==> src/rtl/game_pkg.sv <==
// Shared definitions for the number-guessing game controller: FSM state encoding,
// LFSR tap positions and the seed used in place of an all-zero seed.
package game_pkg;

  typedef enum logic [2:0] {
    StIdle,
    StDraw,
    StWaitGuess,
    StCheck,
    StRoundEnd,
    StOver
  } game_state_e;

  // Taps for x^6 + x^5 + 1; feedback bit is q[5] ^ q[4]
  localparam int unsigned LfsrTapHi = 5;
  localparam int unsigned LfsrTapLo = 4;

  // An all-zero LFSR would lock up, so a zero seed is replaced by this value
  localparam logic [5:0] SeedSubst = 6'b000001;

endpackage

==> src/rtl/prbs6_lfsr.sv <==
// Fibonacci LFSR producing the per-round targets; load has priority over step.
module prbs6_lfsr
  import game_pkg::*;
#(
  parameter int unsigned N = 6
) (
  input  logic         clock,
  input  logic         load,
  input  logic         step,
  input  logic [N-1:0] seed,
  output logic [N-1:0] q
);

  logic [N-1:0] q_q, q_d;

  always_comb begin
    q_d = q_q;
    if (load) begin
      q_d = (seed == '0) ? N'(SeedSubst) : seed;
    end else if (step) begin
      q_d = {q_q[N-2:0], q_q[LfsrTapHi] ^ q_q[LfsrTapLo]};
    end
  end

  // load doubles as the reset path, so no separate reset is needed here
  always_ff @(posedge clock) begin
    q_q <= q_d;
  end

  assign q = q_q;

endmodule

==> src/rtl/game_ctrl.sv <==
// Guessing-game controller: draws a target per round from the LFSR, grades guesses,
// and tracks tries, rounds and score until the game is over.
module game_ctrl
  import game_pkg::*;
#(
  parameter int unsigned N         = 6,
  parameter int unsigned ROUNDS    = 8,
  parameter int unsigned MAX_TRIES = 7
) (
  input  logic         clock,
  input  logic         new_Game,
  input  logic [N-1:0] pdata6,
  input  logic         start,
  input  logic         guess_valid,
  input  logic [N-1:0] guess,
  output logic         guess_ready,
  output logic         hit,
  output logic         high,
  output logic         low,
  output logic         miss,
  output logic [3:0]   score,
  output logic [3:0]   round,
  output logic [2:0]   tries,
  output logic         game_over,
  output logic [N-1:0] prbs_out
);

  localparam logic [3:0] RoundsW   = 4'(ROUNDS);
  localparam logic [2:0] MaxTriesW = 3'(MAX_TRIES);

  game_state_e  state_q, state_d;
  logic [N-1:0] guess_q, guess_d;
  logic [3:0]   score_q, score_d;
  logic [3:0]   round_q, round_d;
  logic [2:0]   tries_q, tries_d;
  logic [N-1:0] target;
  logic [2:0]   tries_inc;
  logic [3:0]   round_inc;
  logic         is_hit, is_high, is_low;
  logic         out_of_tries;
  logic         lfsr_step;

  prbs6_lfsr #(
    .N(N)
  ) u_lfsr (
    .clock(clock),
    .load (new_Game),
    .step (lfsr_step),
    .seed (pdata6),
    .q    (target)
  );

  assign lfsr_step    = (state_q == StDraw) & ~new_Game;
  assign tries_inc    = tries_q + 3'd1;
  assign round_inc    = round_q + 4'd1;
  assign is_hit       = (guess_q == target);
  assign is_high      = (guess_q > target);
  assign is_low       = (guess_q < target);
  assign out_of_tries = ~is_hit & (tries_inc == MaxTriesW);

  // State register
  always_ff @(posedge clock) begin
    if (new_Game) begin
      state_q <= StIdle;
    end else begin
      state_q <= state_d;
    end
  end

  // Next-state logic
  always_comb begin
    state_d = state_q;
    unique case (state_q)
      StIdle:      if (start) state_d = StDraw;
      StDraw:      state_d = StWaitGuess;
      StWaitGuess: if (guess_valid) state_d = StCheck;
      StCheck:     state_d = (is_hit || out_of_tries) ? StRoundEnd : StWaitGuess;
      StRoundEnd:  state_d = (round_inc == RoundsW) ? StOver : StDraw;
      StOver:      state_d = StOver;
      default:     state_d = StIdle;
    endcase
  end

  // Datapath next-state: guess latch, tries, score and round counters
  always_comb begin
    guess_d = guess_q;
    score_d = score_q;
    round_d = round_q;
    tries_d = tries_q;
    unique case (state_q)
      StDraw:      tries_d = 3'd0;
      StWaitGuess: if (guess_valid) guess_d = guess;
      StCheck: begin
        tries_d = tries_inc;
        if (is_hit && (score_q != RoundsW)) score_d = score_q + 4'd1;
      end
      StRoundEnd:  round_d = round_inc;
      default: ;
    endcase
  end

  always_ff @(posedge clock) begin
    if (new_Game) begin
      guess_q <= '0;
      score_q <= 4'd0;
      round_q <= 4'd0;
      tries_q <= 3'd0;
    end else begin
      guess_q <= guess_d;
      score_q <= score_d;
      round_q <= round_d;
      tries_q <= tries_d;
    end
  end

  // Outputs decoded from the current state; grading pulses exist only in StCheck
  always_comb begin
    guess_ready = 1'b0;
    hit         = 1'b0;
    high        = 1'b0;
    low         = 1'b0;
    miss        = 1'b0;
    game_over   = 1'b0;
    unique case (state_q)
      StWaitGuess: guess_ready = 1'b1;
      StCheck: begin
        hit  = is_hit;
        high = is_high;
        low  = is_low;
        miss = out_of_tries;
      end
      StOver:      game_over = 1'b1;
      default: ;
    endcase
  end

  assign score    = score_q;
  assign round    = round_q;
  assign tries    = tries_q;
  assign prbs_out = target;

endmodule

==> config.mk <==
export PLATFORM = sky130hd
export DESIGN_NAME = game_ctrl
export DESIGN_NICKNAME = d
export VERILOG_FILES = /design/src/rtl/game_pkg.sv /design/src/rtl/prbs6_lfsr.sv /design/src/rtl/game_ctrl.sv
export SDC_FILE = /design/constraint.sdc
export NUM_CORES = 1
export LEC_CHECK = 0
export CORE_MARGIN = 1.5
export CORE_UTILIZATION = 43
export DETAILED_ROUTE_END_ITERATION = 6
export HOLD_SLACK_MARGIN = 0.12
export PLACE_DENSITY = 0.8
export SYNTH_ARGS = -nofsm -noshare
export SYNTH_HDL_FRONTEND = slang
export SYNTH_SLANG_ARGS = --single-unit
==> constraint.sdc <==
create_clock -name clock -period 1.85 [get_ports clock]
set_clock_uncertainty 0.05 [all_clocks]
set_input_delay 0.37 -clock clock [delete_from_list [all_inputs] [get_ports clock]]
set_output_delay 0.37 -clock clock [all_outputs]
set_load 0.01 [all_outputs]
Figure 1. Cell classes on the final placement.
Drawn at 4 px/um.
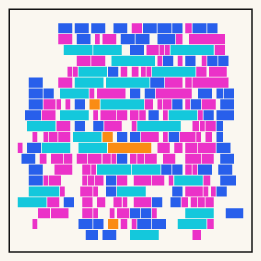
[orange] clock drivers and dummy loads | cells: 4
[magenta] all other logic | cells: 123
[blue] other buffers and delay cells | cells: 72
[cyan] flip-flops | cells: 26

Figure 2. Pin placement.
Drawn at 6 px/um. Pins as bars across the die edge, other pins in gray.
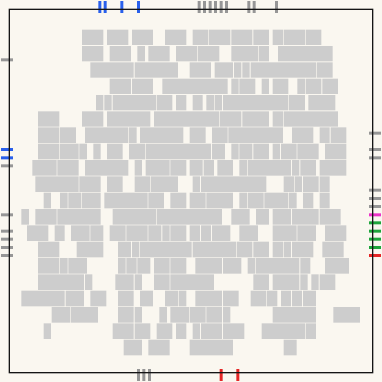
[green] score | pins: 4 | direction: output | edge: right
[magenta] miss | pins: 1 | direction: output | edge: right
[red] tries | pins: 3 | direction: output | edge: 2 bottom, 1 right
[blue] guess | pins: 6 | direction: input | edge: 4 top, 2 left
all pins by edge: 13 top, 12 right, 9 left, 5 bottom

Figure 3. Cell density map.
Drawn at 6 px/um. The die is cut into 6 by 6 equal tiles; black is low, pale yellow is high, 0 to 100% covered.
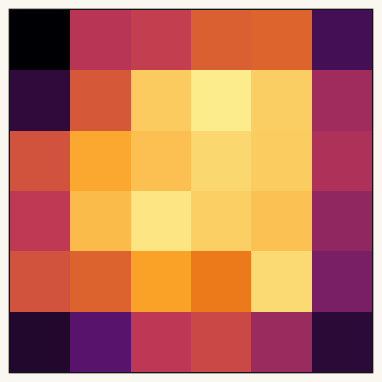
nearly empty tiles: 2.8%
fullest tile: 96%
tiles over 75% full: 36%
mean over tiles: 59%
densest ninth of the die: center
emptiest ninth of the die: upper left

==> job_summary.md <==
## Synthesis and layout report

| Metric | Value |
|---|---|
| Max_slew headroom | 77.0% |
| Flops | 26 |
| Post-CTS setup buffer count | 3 |
| Initial core utilization | 45.9% |
| Crit-path slowest cell | edfxtp_1 |
| Worst path max stage delay | 0.44 ns |
| Top cells by count | dfxtp_1, nor2_1, inv_1, ha_1, nand2_1 |
| Worst path most repeated cell | a21o_1 |
| WP depth | 8 |
| Final core occ | 71.3% |
| Final instance area | 2200 um2 |
| Setup CP Type | reg2out |
| Flop area | 586 um2 |
| CP bufs+invs | 3 |
| Sequential share of cell area | 26.7% |
| Seq pwr share | 48.2% |
| Crit path from | u_lfsr.q[3] |
| Non-clock buffers | 72 |
| Non-clk buf share | 28.7% |
| First-pass GRT wire length | 5870 um |
| Period utilization | 126% |
| Area reported by Yosys stat | 1410 um2 |
| CTS H-tree lvls | 1 |
| WL final | 3720 um |
| Synth top area share | 28.3% |
| Crit path max-delay family | AND-OR/OR-AND gates |
| Static leakage | 0.987 nW |
| Worst hold path class | reg2reg |
| Tapcells | 44 |
| Startpoint Class | flop |
| Clk. pwr | 0.392 mW |
| Crit. End Element | primary output |
| GRT overflow | 0 |
| RSZ-0062 raised after global routing | true |
| Logic area | 821 um2 |
| R2R Path End | score[2] |
| RR Startpoint | u_lfsr.q[4] |
| ANT cells | 0 |
| Largest net degree at the start of global routing | 16 |
| # placed instances | 261 |
| Chip area | 3640 um2 |
| WL per Instance | 13.8 um |
| Area-dominant class | multi-input combinational cells |
| Synth warn | 0 |
| # clock sinks | 26 |
| Flop and latch count out of synthesis | 26 |
| Main area contributors | dfxtp_1, edfxtp_1, ha_1 |
| Clock power share | 29.9% |
| Library cells used by synthesis | 36 |
| PortBufs | 38 |
| Drt initial violations | 85 |
| # DRC | 0 |
| Post-layout net count | 254 |
| Vias in the first global route | 1319 |
| Total GRT Usage | 21.8% |
| Routed wl met2 | 1960 um |
| Vias/cell | 5.04 |
| Number of clock-tree buffers in the layout | 3 |
| Run status | complete, but fails checks |
| Die x size | 60.3 um |
| OpenROAD warnings | 32 |
| Most frequent cells in the layout | buf_4, clkdlybuf4s50_1, dfxtp_1, nor2_1, inv_1 |
| Logic share of the area | 37.4% |
| Setup tns final | -2.77 ns |
| Highest routed layer | met4 |
| Min Hold Slack | 0.469 ns |
| Final GP Congestion | 0.855 |
| Busiest layer in global routing | met2 |
| Final hold violations | 0 |
| WL met3 | 145 um |
| Detail Route Antenna Nets | 0 |
| Die y size | 60.3 um |
| Layout fillers | 225 |
| Final setup vio count | 8 |
| Top logic family | simple AND/OR/NAND/NOR gates |
| Hold depth | 2 |
| Placed inst area | 2060 um2 |
| Dominant register cell | dfxtp_1 |
| Max cap viols | 0 |
| Clk latency late pin | 0.33 ns |
| Data arrival, critical path | 1.92 ns |
| Syn Area/Cell | 9.17 um2 |
| Hpwl dp | 2830 um |
| Worst Hold Path EP | score[3] |
| M3 GR Usage | 3.25% |
| Pre-CTS WS | -0.569 ns |
| CTS tree | built |
| Number of buffers inserted by hold repair at cts | 0 |
| P_sw | 0.319 mW |
| Fa+ha+maj area frac | 10.6% |
| R2R Setup Slk | -0.36 ns |
| Sequential area share after synthesis | 41.1% |
| XORs/XNORs by Area | 5.58% |
| Clock slew at reported path FFs | 0.15 ns |
| Initial antenna violation count | 0 |
| Worst Setup EP | high |
| F_max | 0.428 GHz |
| Actual slew at the worst max-slew pin | 0.342 ns |
| Most frequent cell after synthesis | dfxtp_1 |
| Combinational power share | 21.9% |
| Failing checks | setup timing |
| Pre-antenna DRT Iters | 4 |
| Non-filler cells in the finished layout | 269 |
| Row count | 20 |
| Via Count | 1355 |
| CTS resizes | 29 |
| Setup ws final | -0.489 ns |
| ClkCell Share | 2.39% |
| Synth Net Count | 182 |
| Number of logic gates | 109 |
| Most frequent logic cell in the layout | buf_4 |
| PwrDens | 596 nW/um2 |
| Mux share | 5.76% |
| Largest power group | registers |
| Power, Total | 1.31 mW |
| Pint | 0.991 mW |
| Compound-cell area share of the yosys netlist | 9.83% |
| WP data required | 1.43 ns |
| Fin crit period | 2.34 ns |
| Worst-path cell chain | inv_2, ha_4, a21o_1, a21o_1, a211oi_2, buf_4, nor3_2, buf_2 |
| Combinational cell power | 0.287 mW |
| Crit-path max FO | 2 |
Power and IR drop assume default switching activity.
